Design superh16_issue_grant, sky130hd; sources not shown.
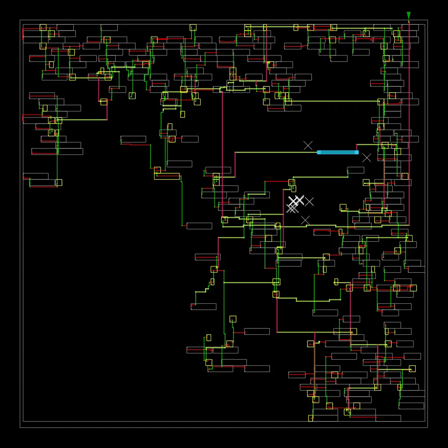
*Clock nets*
clk sinks: 221
clkbuf count: 80

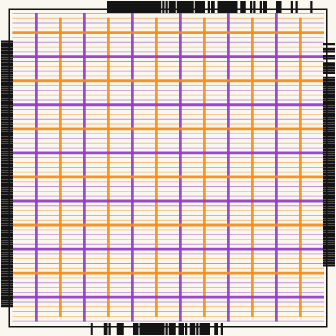
*PDN straps and rails*
Pins as bars on the die edge.
| colour | net |
|---|---|
| orange | VDD |
| purple | VSS |
met1 rails: 65
signal pins: 332
met5 straps: 12
rows: 64
met4 straps: 12
DIE WIDTH: 179 microns
Worst VDD drop: 0.242 mV
Core ar.: 30,700 sq um
Die Y: 179 microns

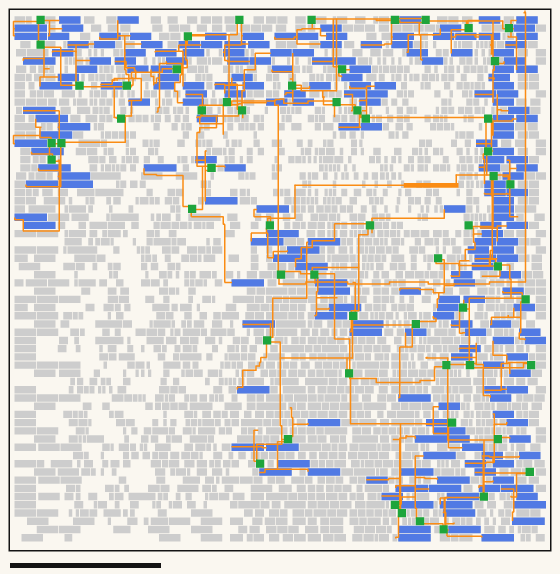
*Clock wires, drivers and flops*
The bar under the picture is 50 microns long.
[green] cells driving clock nets | count: 57
[orange] clock wires | length: 3,430 microns
[blue] flip-flops | count: 221
flops lie: widely spread
routed clock nets: 58
Insertion Delay late pin: 0.77 ns
clk_skew: 0.0505 ns
clock network power share: 35.6%
clock distribution power: 1.90 mW

==> ci_impl_report.md <==
## PnR job results

| Metric | Value |
|---|---|
| Synthesized cell area | 15,000 sq um |
| Inst Count DP | 2,641 |
| Top cell category | logic gates |
| Via Count | 19.3k |
| Slew headroom | 29.3% |
| WP data required | 3.44 ns |
| Most used flip-flop cell | dfxtp_1 |
| Clock buffer depth | 3 |
| Final worst setup slack | -0.340 ns |
| I/O Buffers | 331 |
| Vias per cell | 6.85 |
| Clk root buf | clkbuf_4 |
| Worst setup SP type | flip-flop |
| Power density over cell area | 238 nW/um^2 |
| Commonest cells after routing, fill and taps aside | 322 x nor2_1, 240 x clkdlybuf4s50_1, 237 x o22ai_1 |
| Seq share, synth | 33.5% |
| CTS tree | done |
| Critical Path AT | 3.78 ns |
| Flop count | 221 |
| Status | finished with violations |
| Yosys cell types | 70 |
| DRC viols | 25 |
| Final setup viols | 62 |
| Xor+xnor area frac | 9.87% |
| GRT overflow | 0 |
| Drt initial violations | 3,958 |
| Tool warnings | 29 |
| R2r worst-path depth | 16 |
| Crit Path Max Fanout | 6 |
| Fillers | 2,216 |
| Failing checks | design-rule violations, negative setup slack |
| Aoi/oai-family share of the synthesized area | 19.2% |
Power figures rest on the tool's default switching activity, not on a simulated workload.
